==> images/zoom.png <==
Bar = 10 um. Window x 61 to 86, y 32 to 57 um. Cells in gray, sequential cells in the stronger gray; small squares are vias.
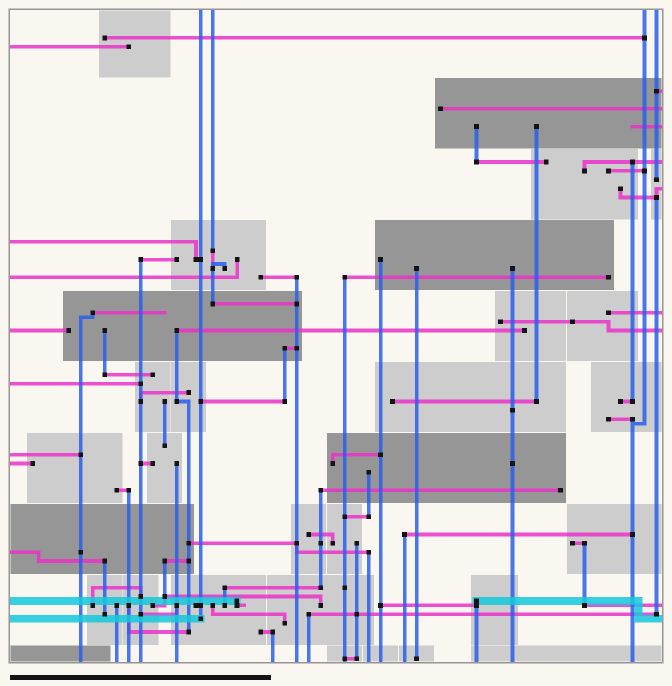
==> images/final_placement.png <==
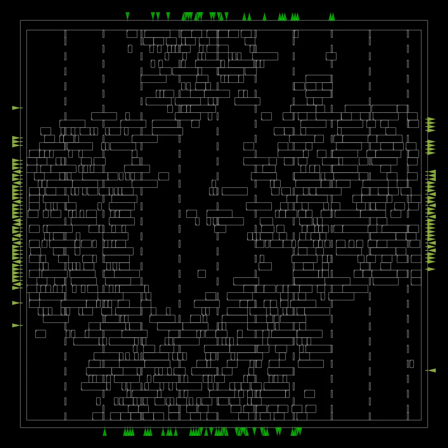
==> images/wire_density.png <==
The die is cut into 30 by 30 equal tiles; black is low, pale yellow is high, scaled to the fullest tile. Values are wire area over tile area, all layers added.
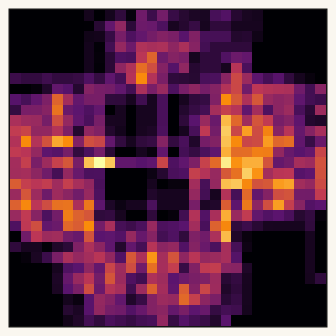
==> images/clock_map.png <==
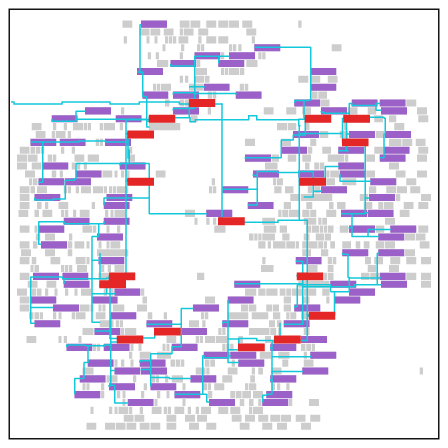
==> images/gate_families.png <==
Bar = 50 um.
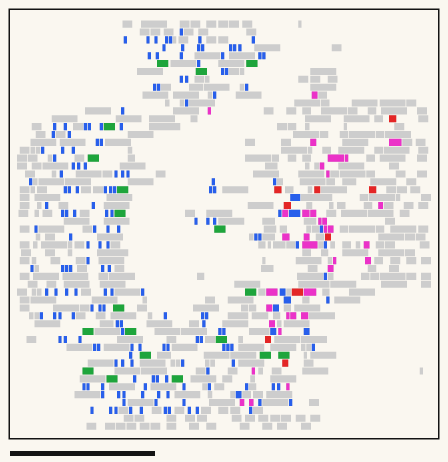
==> src/rtl/alu_multibyte_sequencer.sv <==
// Multi-byte command sequencer for the 8-bit ALU.
// Issues one wide op LSB-first, chains carry/borrow, holds the result.
module alu_multibyte_sequencer #(
    parameter int         NBYTES  = 4,
    parameter int         ALU_LAT = 1,
    parameter logic [4:0] SEL_ADC = 5'b00001,
    parameter logic [4:0] SEL_SBB = 5'b00011,
    parameter logic [4:0] SEL_AND = 5'b00100,
    parameter logic [4:0] SEL_OR  = 5'b00101,
    parameter logic [4:0] SEL_XOR = 5'b00110
) (
    input  logic                in_clk,
    input  logic                in_rst_n,
    input  logic                cmd_valid,
    output logic                cmd_ready,
    input  logic [2:0]          cmd_op,
    input  logic [8*NBYTES-1:0] cmd_a,
    input  logic [8*NBYTES-1:0] cmd_b,
    output logic                res_valid,
    input  logic                res_ready,
    output logic [8*NBYTES-1:0] res_data,
    output logic                res_zero,
    output logic                res_sign,
    output logic                res_carry,
    output logic                res_overflow,
    output logic                res_err,
    output logic [4:0]          alu_sel,
    output logic [7:0]          alu_in_1,
    output logic [7:0]          alu_in_2,
    output logic                alu_in_carry,
    input  logic [7:0]          alu_out,
    input  logic                alu_carry_flag,
    input  logic                alu_overflow_flag
);

    localparam int W  = 8 * NBYTES;
    localparam int KW = (NBYTES > 2) ? $clog2(NBYTES) : 1;
    localparam int WW = (ALU_LAT > 1) ? $clog2(ALU_LAT) : 1;
    localparam logic [KW-1:0] KLAST = KW'(NBYTES - 1);
    localparam logic [WW-1:0] WLAST = WW'(ALU_LAT - 1);

    typedef enum logic [1:0] {IDLE, RUN, DONE} state_t;

    state_t        state;
    state_t        state_d;
    logic [2:0]    op_q;
    logic [W-1:0]  a_q;
    logic [W-1:0]  b_q;
    logic [KW-1:0] k;
    logic [WW-1:0] wcnt;
    logic          accept;
    logic          byte_done;
    logic          legal;
    logic          arith;
    int            byte_lo;
    logic [W-1:0]  res_full;
    logic [W-1:0]  a_sh;
    logic [W-1:0]  b_sh;

    function automatic logic [4:0] sel_of(input logic [2:0] op);
        logic [4:0] s;
        unique case (op)
            3'd0:    s = SEL_ADC;
            3'd1:    s = SEL_SBB;
            3'd2:    s = SEL_AND;
            3'd3:    s = SEL_OR;
            3'd4:    s = SEL_XOR;
            default: s = 5'd0;
        endcase
        return s;
    endfunction

    assign cmd_ready = (state == IDLE);
    assign legal     = (cmd_op <= 3'd4);
    // Only ADD/SUB propagate carry/borrow between bytes.
    assign arith     = (op_q[2:1] == 2'b00);

    always_comb begin
        byte_lo  = 8 * int'(k);
        res_full = res_data;
        res_full[byte_lo +: 8] = alu_out;
        a_sh     = a_q >> (byte_lo + 8);
        b_sh     = b_q >> (byte_lo + 8);
    end

    always_comb begin
        state_d   = state;
        accept    = 1'b0;
        byte_done = 1'b0;
        unique case (state)
            IDLE: begin
                if (cmd_valid) begin
                    accept  = 1'b1;
                    state_d = legal ? RUN : DONE;
                end
            end
            RUN: begin
                if (wcnt == WLAST) begin
                    byte_done = 1'b1;
                    if (k == KLAST) state_d = DONE;
                end
            end
            DONE: begin
                if (res_ready) state_d = IDLE;
            end
            default: state_d = IDLE;
        endcase
    end

    always_ff @(posedge in_clk or negedge in_rst_n) begin
        if (!in_rst_n) state <= IDLE;
        else           state <= state_d;
    end

    always_ff @(posedge in_clk or negedge in_rst_n) begin
        if (!in_rst_n) begin
            op_q         <= '0;
            a_q          <= '0;
            b_q          <= '0;
            k            <= '0;
            wcnt         <= '0;
            res_valid    <= 1'b0;
            res_data     <= '0;
            res_zero     <= 1'b0;
            res_sign     <= 1'b0;
            res_carry    <= 1'b0;
            res_overflow <= 1'b0;
            res_err      <= 1'b0;
            alu_sel      <= '0;
            alu_in_1     <= '0;
            alu_in_2     <= '0;
            alu_in_carry <= 1'b0;
        end else if (accept) begin
            op_q    <= cmd_op;
            a_q     <= cmd_a;
            b_q     <= cmd_b;
            res_err <= !legal;
            if (legal) begin
                alu_sel      <= sel_of(cmd_op);
                alu_in_1     <= cmd_a[7:0];
                alu_in_2     <= cmd_b[7:0];
                alu_in_carry <= 1'b0;
                k            <= '0;
                wcnt         <= '0;
            end else begin
                res_data     <= '0;
                res_zero     <= 1'b1;
                res_sign     <= 1'b0;
                res_carry    <= 1'b0;
                res_overflow <= 1'b0;
                res_valid    <= 1'b1;
            end
        end else if (state == RUN) begin
            if (byte_done) begin
                res_data <= res_full;
                if (k != KLAST) begin
                    k            <= k + 1'b1;
                    wcnt         <= '0;
                    alu_in_1     <= a_sh[7:0];
                    alu_in_2     <= b_sh[7:0];
                    alu_in_carry <= arith & alu_carry_flag;
                end else begin
                    res_zero     <= (res_full == '0);
                    res_sign     <= res_full[W-1];
                    res_carry    <= arith & alu_carry_flag;
                    res_overflow <= arith & alu_overflow_flag;
                    res_valid    <= 1'b1;
                end
            end else begin
                wcnt <= wcnt + 1'b1;
            end
        end else if (state == DONE && res_ready) begin
            res_valid <= 1'b0;
        end
    end

endmodule

==> config.mk <==
export PLATFORM = sky130hd
export DESIGN_NAME = alu_multibyte_sequencer
export DESIGN_NICKNAME = d
export VERILOG_FILES = /design/src/rtl/alu_multibyte_sequencer.sv
export SDC_FILE = /design/constraint.sdc
export NUM_CORES = 1
export LEC_CHECK = 0
export CORE_MARGIN = 2
export CORE_UTILIZATION = 25
export DETAILED_ROUTE_END_ITERATION = 8
export HOLD_SLACK_MARGIN = 0.05
export PLACE_DENSITY = 0.58
export RECOVER_POWER = 50
export SKIP_CTS_REPAIR_TIMING = 1
export SYNTH_ARGS = -nofsm -noshare
export SYNTH_HDL_FRONTEND = slang
export SYNTH_SLANG_ARGS = --single-unit
==> constraint.sdc <==
create_clock -name in_clk -period 2.9 [get_ports in_clk]
set_input_delay 0.58 -clock in_clk [delete_from_list [all_inputs] [get_ports in_clk]]
set_output_delay 0.58 -clock in_clk [all_outputs]
set_load 0.01 [all_outputs]
==> reports/results.ini <==
[synthesis]
synthTopCellsByArea = dfrtp_1, nand2_1, a22o_1
avgSynthCellArea_um2 = 10.04
netlist_area_um2 = 5161
ys.warnings.count = 0
synth.distinct_cells = 57
numSynthFlops = 113
ys_top_cells_by_count = nand2_1, dfrtp_1, o21ai_0
yosys_area_um2 = 5161
ys_seq_share_pct = 54.79
ys_async_sr_fraction_pct = 100.0
synth-edff-count = 0
synth-main-ff-cell = dfrtp_1

[power_and_ir_drop]
p_int_uw = 5320
p_comb_share_pct = 40.0
power_uw = 8149
clock_power_uw = 2260
comb-power_uw = 3260
power_switching_uw = 2829
p_sw_share_pct = 34.71

[final_layout]
dominant_cells = flip-flops and latches
nClkBuffers = 22
final_util_pct = 36.84
final_nets = 741
buf_share_pct = 19.89
seq_area_share_pct = 37.93
flop-count = 113
drive_above_1_share_pct = 11.09
finalInstanceArea_um2 = 7455
area_growth_pct = 44.44
multi_input_comb_cells = 370
final-clk-cell-share_pct = 8.577

[clocking]
cts.sinks = 113
cts-root-buf = clkbuf_16
cts_tree = built
clk_path_buf_depth = 2
clock_latency_ps = 420
htreeDepth = 4

[timing]
rsz0062_at_grt = false
fmax_ghz = 0.4038
setup_ws_ps = 423.3
fin_skew_ps = 8.292
fin_crit_sh_pct = 85.40
slew_headroom_pct = 4.073
setup_viol = 0

[route]
drc = 0
via_per_inst = 4.539
wire_per_inst_um = 15.78

[setup_path]
slowest_stage = o21ai_0
startpoint_type = input port
path_buffers = 1
r2r_start = k[1]
endpoint_kind = register
r2r_end = res_zero
cpPeakStageDelay_ps = 620
arrival_ps = 2820
required_ps = 3250
crit_cells = 5

[grt]
first_global_vias = 4287
grt_pass1_wl_mm = 23.63
grt-ovfl-total = 0
grt_max_degree = 69

[hold_path]
holdPathStages = 2
holdCritStartpoint = a_q[16]
whs_endpoint = a_q[16]
hold_class = register to register

[placed_design]
place.gp.congestion = 0.7721
hpwlAfterDp_mm = 10.14

[die]
io_pins = 142
taps = 270
die_height_um = 147.7
die_x_um = 147.7

[run]
drv_cap = 0
warnings = 31

[outcome]
run_status = finished, final reports clean

-- zoom.png (at the start) --
met1 -> magenta
met2 -> blue
met3 -> cyan
cells with their middle in the window = 22
sequential cells in the window = 5
netlist names of flops here include = b_q (3)
most frequent = nand2_1 (7), dfrtp_1 (5), buf_4 (3)

-- final_placement.png (at the start) --
Core Area: 20230 um2
row count: 52

-- wire_density.png (at the start) --
fullest tile = 0.44
mean over tiles = 0.11
nearly empty tiles = 23%
emptiest ninth of the die = south-east
densest ninth of the die = east

-- clock_map.png (at the start) --
clock wires -> cyan  # length 1750 um
flip-flops -> purple  # count 113
cells driving clock nets -> red  # count 17
routed clock nets = 18
flops lie = widely spread

-- gate_families.png (at the start) --
AND and OR gates -> red  # cells 9
NOR gates -> magenta  # cells 35
multiplexers -> green  # cells 19
NAND gates -> blue  # cells 184
most used logic cell in the final layout: nand2_1
logic share of the area: 28.92%

## cell families (layout without fill, tap and decap cells)
group           count (synthesis)  count (layout)
buf+inv                        32             184
mux                            19              19
other cells                     1               2
simple gates                  228             228
compound gates                115             115
fa+ha+maj                       6               6
flops                         113             113
## metal layers
| metal | share of wire [%] | global-route usage (%) | wire (um) | up-vias |
|---|---|---|---|---|
| met2 | 48 | 22.67 | 7110 | 115 |
| met4 | 1.3 | 4.375 | 187 | 2 |
| met5 | 0.074 | 0 | 11 | - |
| met3 | 6.4 | 4.630 | 941 | 18 |
| met1 | 44 | 17.39 | 6536 | 2043 |
| li1 | - | - | - | 2075 |
## registers in the layout, indices dropped and copies added, names as in the netlist, 2 cells and up
name	flops
state	2
alu_sel	3
res_data	32
op_q	2
b_q	24
a_q	24
alu_in_1	8
k	2
alu_in_2	8
